File: src/rtl/addr_resp_collect_if.sv
// Signal bundle between the initiator/decoder side, the targets and addr_resp_collect.
// The collector uses the slave modport; the environment driving it uses master.
interface addr_resp_collect_if #(
  parameter int NoIndices = 4,
  parameter int DataWidth = 32,
  parameter int IdxWidth  = (NoIndices > 1) ? $clog2(NoIndices) : 1
);
  logic                           req_valid_i;
  logic                           req_ready_o;
  logic [IdxWidth-1:0]            req_idx_i;
  logic                           req_err_i;
  logic [NoIndices-1:0]           tgt_rsp_valid_i;
  logic [NoIndices*DataWidth-1:0] tgt_rsp_data_i;
  logic [NoIndices-1:0]           tgt_rsp_ready_o;
  logic                           rsp_valid_o;
  logic [DataWidth-1:0]           rsp_data_o;
  logic                           rsp_err_o;
  logic                           rsp_ready_i;
  logic                           unexpected_rsp_o;

  modport slave (
    input  req_valid_i, req_idx_i, req_err_i,
    input  tgt_rsp_valid_i, tgt_rsp_data_i, rsp_ready_i,
    output req_ready_o, tgt_rsp_ready_o,
    output rsp_valid_o, rsp_data_o, rsp_err_o, unexpected_rsp_o
  );

  modport master (
    output req_valid_i, req_idx_i, req_err_i,
    output tgt_rsp_valid_i, tgt_rsp_data_i, rsp_ready_i,
    input  req_ready_o, tgt_rsp_ready_o,
    input  rsp_valid_o, rsp_data_o, rsp_err_o, unexpected_rsp_o
  );
endinterface

File: src/rtl/addr_resp_collect.sv
// In-order response collector: tracks {err, idx} of each decoded request and returns
// target responses (or local decode errors) to the initiator through a registered stage.
module addr_resp_collect #(
  parameter int NoIndices = 4,
  parameter int MaxTrans  = 4,
  parameter int DataWidth = 32,
  parameter int IdxWidth  = (NoIndices > 1) ? $clog2(NoIndices) : 1
) (
  input logic                clk_i,
  input logic                rst_i,
  addr_resp_collect_if.slave bus
);
  localparam int CntWidth = $clog2(MaxTrans + 1);
  localparam int PtrWidth = (MaxTrans > 1) ? $clog2(MaxTrans) : 1;
  localparam logic [CntWidth-1:0] CntFull = CntWidth'(MaxTrans);
  localparam logic [PtrWidth-1:0] PtrLast = PtrWidth'(MaxTrans - 1);

  logic [IdxWidth-1:0] idx_mem [MaxTrans];
  logic                err_mem [MaxTrans];

  logic [CntWidth-1:0]  count_reg, count_next;
  logic [PtrWidth-1:0]  wr_ptr_reg, wr_ptr_next;
  logic [PtrWidth-1:0]  rd_ptr_reg, rd_ptr_next;
  logic                 rsp_valid_reg, rsp_valid_next;
  logic [DataWidth-1:0] rsp_data_reg, rsp_data_next;
  logic                 rsp_err_reg, rsp_err_next;
  logic                 unexpected_reg, unexpected_next;

  logic                 req_ready;
  logic                 push;
  logic                 pop;
  logic                 out_free;
  logic                 head_valid;
  logic                 head_err;
  logic                 head_tgt_valid;
  logic [IdxWidth-1:0]  head_idx;
  logic [IdxWidth-1:0]  push_idx;
  logic [NoIndices-1:0] head_hit;
  logic [DataWidth-1:0] head_data;

  // Full blocks the push even when a pop happens in the same cycle.
  assign req_ready = !rst_i && (count_reg != CntFull);
  assign push      = bus.req_valid_i && req_ready;

  // Illegal indices are folded to target 0 so nothing is ever addressed out of range.
  assign push_idx = (int'(bus.req_idx_i) < NoIndices) ? bus.req_idx_i : '0;

  assign head_valid = (count_reg != '0);
  assign head_idx   = idx_mem[rd_ptr_reg];
  assign head_err   = err_mem[rd_ptr_reg];
  assign out_free   = !rsp_valid_reg || bus.rsp_ready_i;

  genvar gi;
  generate
    for (gi = 0; gi < NoIndices; gi++) begin : g_tgt
      assign head_hit[gi] = (head_idx == IdxWidth'(gi));
      assign bus.tgt_rsp_ready_o[gi] = head_valid && !head_err && head_hit[gi] && out_free;
    end
  endgenerate

  always_comb begin
    head_data = '0;
    for (int k = 0; k < NoIndices; k++) begin
      if (head_hit[k]) head_data = bus.tgt_rsp_data_i[k*DataWidth +: DataWidth];
    end
  end

  assign head_tgt_valid = |(bus.tgt_rsp_valid_i & head_hit);
  assign pop = head_valid && out_free && (head_err || head_tgt_valid);

  always_comb begin
    count_next      = count_reg;
    wr_ptr_next     = wr_ptr_reg;
    rd_ptr_next     = rd_ptr_reg;
    rsp_valid_next  = rsp_valid_reg;
    rsp_data_next   = rsp_data_reg;
    rsp_err_next    = rsp_err_reg;
    unexpected_next = unexpected_reg;

    if (push) wr_ptr_next = (wr_ptr_reg == PtrLast) ? '0 : wr_ptr_reg + 1'b1;
    if (pop)  rd_ptr_next = (rd_ptr_reg == PtrLast) ? '0 : rd_ptr_reg + 1'b1;

    case ({push, pop})
      2'b10:   count_next = count_reg + 1'b1;
      2'b01:   count_next = count_reg - 1'b1;
      default: count_next = count_reg;
    endcase

    if (pop) begin
      rsp_valid_next = 1'b1;
      rsp_data_next  = head_err ? '0 : head_data;
      rsp_err_next   = head_err;
    end else if (rsp_valid_reg && bus.rsp_ready_i) begin
      rsp_valid_next = 1'b0;
    end

    if (!head_valid && |bus.tgt_rsp_valid_i) unexpected_next = 1'b1;
  end

  always_ff @(posedge clk_i) begin
    if (rst_i) begin
      count_reg      <= '0;
      wr_ptr_reg     <= '0;
      rd_ptr_reg     <= '0;
      rsp_valid_reg  <= 1'b0;
      rsp_data_reg   <= '0;
      rsp_err_reg    <= 1'b0;
      unexpected_reg <= 1'b0;
    end else begin
      count_reg      <= count_next;
      wr_ptr_reg     <= wr_ptr_next;
      rd_ptr_reg     <= rd_ptr_next;
      rsp_valid_reg  <= rsp_valid_next;
      rsp_data_reg   <= rsp_data_next;
      rsp_err_reg    <= rsp_err_next;
      unexpected_reg <= unexpected_next;
    end
  end

  // Tracking storage carries no reset; entries are only read while count says they are live.
  always_ff @(posedge clk_i) begin
    if (push) begin
      idx_mem[wr_ptr_reg] <= push_idx;
      err_mem[wr_ptr_reg] <= bus.req_err_i;
    end
  end

  assign bus.req_ready_o      = req_ready;
  assign bus.rsp_valid_o      = rsp_valid_reg;
  assign bus.rsp_data_o       = rsp_data_reg;
  assign bus.rsp_err_o        = rsp_err_reg;
  assign bus.unexpected_rsp_o = unexpected_reg;
endmodule
File: src/flat_wrapper.sv
// flat-port wrapper written by rule: the top's interface ports become plain ports
module addr_resp_collect_flat 
#(
  parameter int NoIndices = 4,
  parameter int MaxTrans  = 4,
  parameter int DataWidth = 32,
  parameter int IdxWidth  = (NoIndices > 1) ? $clog2(NoIndices) : 1
)
  (clk_i, rst_i, bus_req_valid_i, bus_req_idx_i, bus_req_err_i, bus_tgt_rsp_valid_i, bus_tgt_rsp_data_i, bus_rsp_ready_i, bus_req_ready_o, bus_tgt_rsp_ready_o, bus_rsp_valid_o, bus_rsp_data_o, bus_rsp_err_o, bus_unexpected_rsp_o);
  addr_resp_collect_if #(.NoIndices(NoIndices), .DataWidth(DataWidth), .IdxWidth(IdxWidth)) bus_i ();
  input logic clk_i;
  input logic rst_i;
  input wire logic [$bits(bus_i.req_valid_i)-1:0] bus_req_valid_i;
  input wire logic [$bits(bus_i.req_idx_i)-1:0] bus_req_idx_i;
  input wire logic [$bits(bus_i.req_err_i)-1:0] bus_req_err_i;
  input wire logic [$bits(bus_i.tgt_rsp_valid_i)-1:0] bus_tgt_rsp_valid_i;
  input wire logic [$bits(bus_i.tgt_rsp_data_i)-1:0] bus_tgt_rsp_data_i;
  input wire logic [$bits(bus_i.rsp_ready_i)-1:0] bus_rsp_ready_i;
  output wire logic [$bits(bus_i.req_ready_o)-1:0] bus_req_ready_o;
  output wire logic [$bits(bus_i.tgt_rsp_ready_o)-1:0] bus_tgt_rsp_ready_o;
  output wire logic [$bits(bus_i.rsp_valid_o)-1:0] bus_rsp_valid_o;
  output wire logic [$bits(bus_i.rsp_data_o)-1:0] bus_rsp_data_o;
  output wire logic [$bits(bus_i.rsp_err_o)-1:0] bus_rsp_err_o;
  output wire logic [$bits(bus_i.unexpected_rsp_o)-1:0] bus_unexpected_rsp_o;
  assign bus_i.req_valid_i = bus_req_valid_i;
  assign bus_i.req_idx_i = bus_req_idx_i;
  assign bus_i.req_err_i = bus_req_err_i;
  assign bus_i.tgt_rsp_valid_i = bus_tgt_rsp_valid_i;
  assign bus_i.tgt_rsp_data_i = bus_tgt_rsp_data_i;
  assign bus_i.rsp_ready_i = bus_rsp_ready_i;
  assign bus_req_ready_o = bus_i.req_ready_o;
  assign bus_tgt_rsp_ready_o = bus_i.tgt_rsp_ready_o;
  assign bus_rsp_valid_o = bus_i.rsp_valid_o;
  assign bus_rsp_data_o = bus_i.rsp_data_o;
  assign bus_rsp_err_o = bus_i.rsp_err_o;
  assign bus_unexpected_rsp_o = bus_i.unexpected_rsp_o;
  addr_resp_collect #(.NoIndices(NoIndices), .MaxTrans(MaxTrans), .DataWidth(DataWidth), .IdxWidth(IdxWidth)) u_core (.clk_i(clk_i), .rst_i(rst_i), .bus(bus_i));
endmodule
File: config.mk
export PLATFORM = sky130hd
export DESIGN_NAME = addr_resp_collect_flat
export DESIGN_NICKNAME = d
export VERILOG_FILES = /design/src/rtl/addr_resp_collect_if.sv /design/src/rtl/addr_resp_collect.sv /design/src/flat_wrapper.sv
export SDC_FILE = /design/constraint.sdc
export NUM_CORES = 1
export LEC_CHECK = 0
export CAP_MARGIN = 20
export CORE_MARGIN = 2
export CORE_UTILIZATION = 25
export CTS_BUF_LIST = sky130_fd_sc_hd__clkbuf_4 sky130_fd_sc_hd__clkbuf_8 sky130_fd_sc_hd__clkbuf_16
export DETAILED_ROUTE_END_ITERATION = 10
export PLACE_DENSITY = 0.59
export SYNTH_ARGS = -nofsm -noshare
export SYNTH_HDL_FRONTEND = slang
export SYNTH_SLANG_ARGS = --single-unit
File: constraint.sdc
create_clock -name clk_i -period 6.3 [get_ports clk_i]
set_input_delay 1.26 -clock clk_i [delete_from_list [all_inputs] [get_ports clk_i]]
set_output_delay 1.26 -clock clk_i [all_outputs]
set_load 0.02 [all_outputs]
==> flow_results.org, run 1 <==
#+TITLE: Synthesis and PnR summary

** Outcome
- The flow ran to the end, and the final reports show no timing, DRC or antenna violations.

** CTS
- TritonCTS clock tree :: built
- CTS Hold Bufs :: 0
- The H-tree was split into 2 levels.
- In this run the clock root is driven by a sky130_fd_sc_hd__clkbuf_16.
- PostCTS Resize Cnt :: 0
- On the reported timing paths, the clock transition at the registers reads 70 ps.
- The clock passes through at most 2 buffers.

** Critical path
- Launch point of the worst path :: bus_rsp_ready_i
- Worst EP arrival :: 3260 ps
- Critical Path Fanout Max :: 5
- Worst Path Required :: 5040 ps
- Counting cells, the worst reg-to-reg path comes to 11.
- Reg2Reg Setup Slack :: 2700 ps
- STA classifies the critical path startpoint as a primary input.
- Critical setup path kind :: primary input to output port
- Critical path capture point type :: output port
- Cell chain of the critical path :: clkdlybuf4s50_1, nand2b_1, o31a_1, nand2b_1, inv_1, and3_1, clkdlybuf4s50_1
- The critical path ends at bus_tgt_rsp_ready_o[3].

** Drt
- The post-route report lists met1 wire length as 3540 um.
- Wire segments on met3 add up to 787 um in the final route.
- The DRC violation total left in the routed layout is recorded as 0.
- Using the TritonRoute via totals, the vias-per-cell ratio works out to 4.90.

** Logic synthesis
- Looking at area per cell type in the netlist, the leader is sky130_fd_sc_hd__dfxtp_1.
- Mapped Area :: 2940 um^2
- Compound-cell area share of the yosys netlist :: 14.2%
- Yosys mapped a number of flops with a built-in enable equal to 12.
- Area fraction of the dominant cell type after synthesis :: 30.0%
- The most common cell in the synthesized netlist is sky130_fd_sc_hd__dfxtp_1.
- The cell count after synthesis came out at 208.
- Async set or reset register ratio after synthesis :: 0%
- Sequential cells were found to cover 42.3% of the synthesized design area.
- Summing the areas of all fa, ha and maj instances in the mapped netlist gives 3.24% of the synthesized area.
- Xor/xnor share :: 0.597%
- Chip Area, Yosys :: 2940 um^2
- The Yosys step of the flow raised 0 warnings.
- The commonest register cell is sky130_fd_sc_hd__dfxtp_1.
- Synth logic family :: multiplexers
- Cell area leaders :: sky130_fd_sc_hd__dfxtp_1 (30%), sky130_fd_sc_hd__mux4_2 (27%), sky130_fd_sc_hd__edfxtp_1 (12%)
- Per the synthesis report, the simple-gate share of the synthesized area is 5.58%.
- Synthesis produced a netlist with a net count of 354.

** Finish
- With fillers left out, the area of the finished cells amounts to 4960 um^2.
- 0 antenna diodes ended up in the layout.
- The finished design was reported to have a net count of 526.
- The layout report lists the clock-cell share of area as 3.28%.
- Clock buffers in the final layout number 7.
- In the final layout, excluding clock inverters the inverter count is 8.
- Dominant kind of cell by area :: non-clock buffers
- Per the layout area report, the combinational gate area comes to 1550 um^2.
- Relative to the synthesized area, the layout overhead comes to 68.8%.
- Number of standard cells in the layout, taps in and fillers out :: 524
- Measured on the final layout, buffering overhead outside the clock network stands at 36.2%.
- Most common logic cell in the routed design :: sky130_fd_sc_hd__clkdlybuf4s50_1

** Place
- Final estimated routing congestion in global placement :: 0.808
- Before CTS, the worst setup slack after placement is 1760 ps.
- Placed Area :: 4790 um^2
- Number of port buffers :: 178
- The number of placed instances, taps included, is 516.

** STA
- OpenROAD reports that the post-layout worst path occupies 71.7% of the period.
- The clock period could shrink to 4520 ps.
- In the final timing run, aggregate negative setup slack is 0 ps.
- Setup repair after global routing left no endpoint under its margin.
- For this run, the top clock speed supported by timing is 0.221 GHz.

** GRT
- Entering global routing, the biggest net connects 40 pins.
- Per the GRT congestion report, total overflow comes to 0.
- The first global-routing pass estimated 14200 um of wire.
- Number of global-route vias before repair :: 2701
- Routing resource usage on met2 recorded by global route was 27.1%.
- GRT met1 Usage :: 15.5%

** Run
- The report counts max-capacitance violations totalling 0.
- The stage logs contain a warning count of 29.

** Power
- Post-layout power :: 0.00160 W
- Part of the power in combinational logic :: 50.8%
- Switching part of the total power :: 35.1%

** Floorplan
- The die is 112 um tall.
- Number of standard-cell rows in the floorplan :: 39
- After floorplanning, the die was sized to cover 12600 um^2.
- Floorplan utilization :: 25.7%

** Min path
- Hold analysis lists the worst path endpoint as u_core.bus.rsp_data_o[0].
- Min-Delay Path Class :: flip-flop to flip-flop
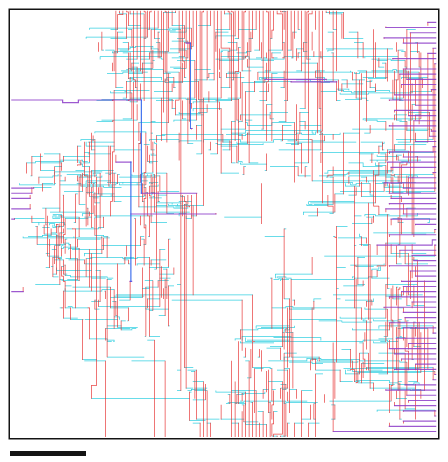
Fig. 1. Routed metal, one color a layer (run 1).
The bar under the picture is 20 um long.
legend:
  purple:
    layer: M3
    wire_length: 788 um
  red:
    layer: M2
    wire_length: 4910 um
  cyan:
    layer: M1
    wire_length: 3540 um
  blue:
    layer: M4
    wire_length: 78.2 um
total routed wirelength: 9320 um
via count: 2566
aggregate global-route resource usage: 14.2%
average wire per standard cell: 17.8 um

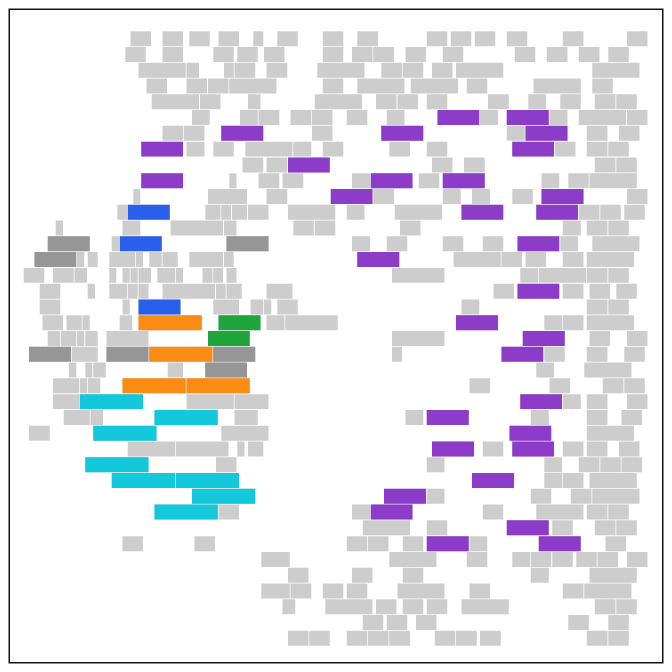
Fig. 2. Where the registers sit (run 1).
Other sequential cells in the stronger gray, the rest of the logic in the fainter gray.
legend:
  green:
    name_in_the_netlist: `u_core.rd_ptr_reg`
    sequential_cells: 2
  purple:
    name_in_the_netlist: `u_core.bus.rsp_data_o`
    sequential_cells: 32
  cyan:
    name_in_the_netlist: `u_core.idx_mem`
    sequential_cells: 8
  blue:
    name_in_the_netlist: `u_core.count_reg`
    sequential_cells: 3
  orange:
    name_in_the_netlist: `u_core.err_mem`
    sequential_cells: 4
    where: west
share of cell area taken by flip-flops and latches: 25.0%
Sequential Area: 1240 um^2
core utilization of the finished layout: 43.4%
power of the sequential group: 0.000488 W

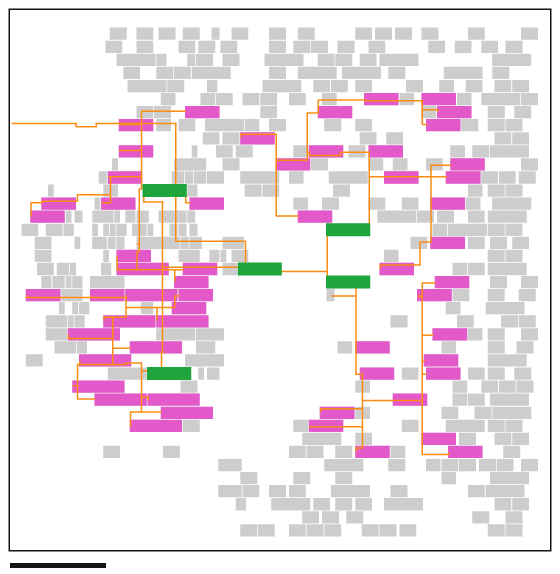
Fig. 3. Clock network drawn from the DEF (run 1).
The bar under the picture is 20 um long.
legend:
  orange:
    item: clock wires
    length: 702 um
  green:
    item: clock-net drivers
    count: 5
  magenta:
    item: flip-flops
    count: 56
routed clock nets: 6
clock group total power: 0.000300 W
worst-case clock skew: 6.17 ps
part of the total power dissipated in the clock network: 18.7%
source-to-sink clock delay at the later pin of the worst-skew pair: 290 ps

==> run 2, diff against run 1 <==
==> constraint.sdc (replaced) <==
create_clock -name clk_i -period 4.4 [get_ports clk_i]
set_input_delay 0.88 -clock clk_i [delete_from_list [all_inputs] [get_ports clk_i]]
set_output_delay 0.88 -clock clk_i [all_outputs]
set_load 0.02 [all_outputs]
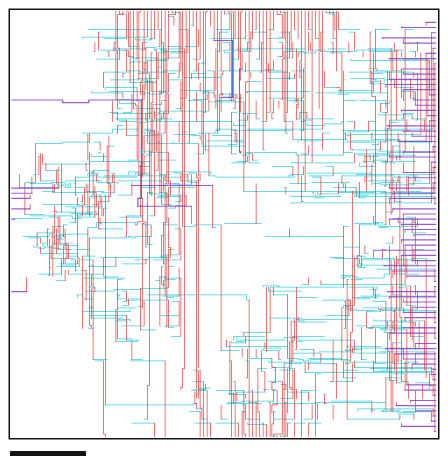
Fig. 4. Routed metal, one color a layer (run 2).
The bar under the picture is 20 um long.
legend:
  blue:
    layer: M4
    wire_length: 65.5 um
  red:
    layer: M2
    wire_length: 5030 um
  purple:
    layer: M3
    wire_length: 661 um
  cyan:
    layer: M1
    wire_length: 3630 um
total routed wirelength: 9390 um
aggregate global-route resource usage: 14.5%

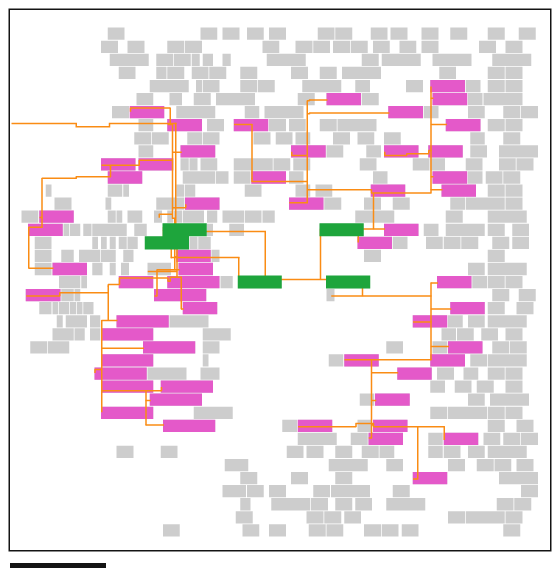
Fig. 5. Clock network drawn from the DEF (run 2).
The bar under the picture is 20 um long.
legend:
  magenta:
    item: flip-flops
    count: 56
  orange:
    item: clock wires
    length: 689 um
  green:
    item: clock-net drivers
    count: 5
routed clock nets: 6
clock group total power: 0.000396 W
worst-case clock skew: 3.89 ps
part of the total power dissipated in the clock network: 17.5%
source-to-sink clock delay at the later pin of the worst-skew pair: 280 ps

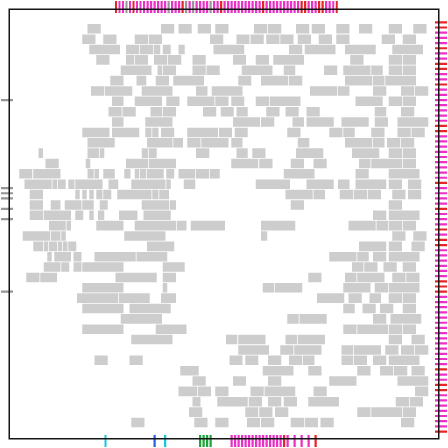
Fig. 6. I/O pins on the die edge (run 2).
Pins as bars across the die edge, other pins in gray.
legend:
  cyan:
    port: `bus_req_idx_i`
    pins: 2
    direction: input
    edge: south
  blue:
    port: `bus_req_err_i`
    pins: 1
    direction: input
    edge: south
  red:
    port: `bus_rsp_data_o`
    pins: 32
    direction: output
    edge: 20 east, 10 north, 2 south
  magenta:
    port: `bus_tgt_rsp_data_i`
    pins: 128
    direction: input
    edge: 60 east, 49 north, 19 south
  green:
    port: `bus_tgt_rsp_valid_i`
    pins: 4
    direction: input
    edge: south

==> run 2 against run 1 <==
Sequential share of layout area hardly changed; synthesized cell count stayed put; count of clock-buffer cells in the layout is 1 lower; register-to-register slack worse by 1700 ps; non-clock buffer count is 2 higher; wire length is 0.80% higher; flip-flop count stayed put; global-route usage is 0.36 points higher; utilization hardly changed; worst hold slack better by 3.2 ps; critical endpoint unchanged; highest routed layer unchanged.
==> flow_results.org, run 2 <==
#+TITLE: Synthesis and PnR summary

** Logic synthesis
- After synthesis, the largest family of logic cells by area is multiplexers.
- In the Yosys report, the sequential cells make up 42.3% of the chip area.
- After Yosys synthesis, XOR and XNOR cells account for 0.597% of the synthesized area.
- Area fraction in and, or, nand and nor cells :: 5.58%
- After synthesis the cells add up to 2940 um^2.
- Adder share :: 3.24%
- Floorplan net count :: 354
- Area fraction of the dominant cell type after synthesis :: 30.0%
- Async set or reset register ratio after synthesis :: 0%
- Dominant cell by count in the synthesized netlist :: sky130_fd_sc_hd__dfxtp_1
- The warning tally printed by Yosys for this design is 0.
- Cell area leaders :: sky130_fd_sc_hd__dfxtp_1 (30%), sky130_fd_sc_hd__mux4_2 (27%), sky130_fd_sc_hd__edfxtp_1 (12%)
- Cell taking the most area after synthesis :: sky130_fd_sc_hd__dfxtp_1
- Per the synth stats, the flop cell with the highest instance count is sky130_fd_sc_hd__dfxtp_1.
- Post-synthesis, Yosys gives the total cell area as 2940 um^2.
- Compound-cell area share of the yosys netlist :: 14.2%

** CTS
- TritonCTS built the clock tree.
- Buffers inserted to repair hold after CTS numbered 0.
- The longest clock path from root to sink contains 2 buffers.
- The root buffer cell chosen for the clock tree is sky130_fd_sc_hd__clkbuf_16.
- Clock edge transition at the registers on the reported setup and hold paths :: 70 ps
- PostCTS Resize Cnt :: 0
- CTS built an H-tree with a depth of 2.

** Place
- Once placement finished, the instance area stood at 4810 um^2.
- OpenSTA, run right after detailed placement, puts the worst setup slack at 670 ps.
- RePlAce ended its routability-driven mode at a weighted congestion of 0.812.
- Input and output buffers added on the ports amount to 178.

** Floorplan
- The overall die size recorded for this design is 12600 um^2.
- Once the floorplan was initialized, standard cells occupied 25.7% of the core.
- The floorplan step set the die height to 112 um.
- For reference, the placement row count at floorplan is 39.

** GRT
- Total congestion overflow :: 0
- Number of global-route vias before repair :: 2711
- Entering global routing, the biggest net connects 33 pins.
- Wire length of the first global-routing pass :: 14600 um
- Routing resource usage on met2 recorded by global route was 27.6%.
- GRT met1 Usage :: 16.5%

** Power
- The share of total power dissipated in combinational logic is 51.5%.
- Per the breakdown, switching nets consume 35.4% of all power.
- Post-layout power :: 0.00226 W
- The sequential power reported by the tool is 0.000701 W.

** STA
- Setup repair after global routing left no endpoint under its margin.
- Clock period minus final worst setup slack :: 3740 ps
- Tcrit/Tclk final :: 85.0%
- Static timing analysis puts the maximum clock frequency at 0.267 GHz.

** Drt
- The routed design uses 660 um of met3 wire.
- After detailed routing, the wire length on met1 is 3630 um.
- The script logs the mean routed wire length per placed instance as 17.9 um.
- Via count :: 2530
- Drc violations :: 0
- Post-detailed-route via-to-cell ratio :: 4.81
- Routed wire length on met2 :: 5030 um

** Critical path
- Type of element launching the critical path :: primary input
- Critical path capture point type :: output port
- Cell chain of the critical path :: clkdlybuf4s50_1, nand2b_1, o31a_1, nand2b_1, inv_1, and3_1, clkdlybuf4s50_1
- The critical path ends at bus_tgt_rsp_ready_o[3].
- Reg2Reg Setup Slack :: 1010 ps
- On the critical path the largest part of the delay comes from buffers and inverters.
- Per STA, the startpoint of the critical path is bus_rsp_ready_i.
- At the worst endpoint, the arrival time is 2860 ps.
- The critical path is of the primary input to output port type.
- Critical Path Fanout Max :: 5
- Cells on worst reg2reg path :: 11

** Outcome
- Result of the run :: finished, final reports clean

** Min path
- The worst hold path belongs to the class flip-flop to flip-flop.
- WHS Endpoint :: u_core.bus.rsp_data_o[23]

** Run
- Tool Warnings :: 29
- Max-capacitance violation count :: 0

** Finish
- Number of non-clock inverters in the layout :: 8
- The repair_antennas step left the layout with diodes totalling 0.
- Share of cell area taken by flip-flops and latches :: 25.0%
- Leaving out fill and tap cells, the most frequent cell in the layout is sky130_fd_sc_hd__clkdlybuf4s50_1.
- The largest cell class by area is non-clock buffers.
- The sequential cells in the finished layout cover a total of 1240 um^2.
- Leaving out filler cells and counting taps, the final layout contains 526.
- The layout report lists the non-clock buffer share of cell area as 36.5%.
- Clock buffer count :: 6
- Multi-input gate area in the final layout :: 1550 um^2
- According to the finish report, the design has a final net count of 528.
- Synthesis-to-finish area growth :: 68.9%
Power figures rest on the tool's default switching activity, not on a simulated workload.
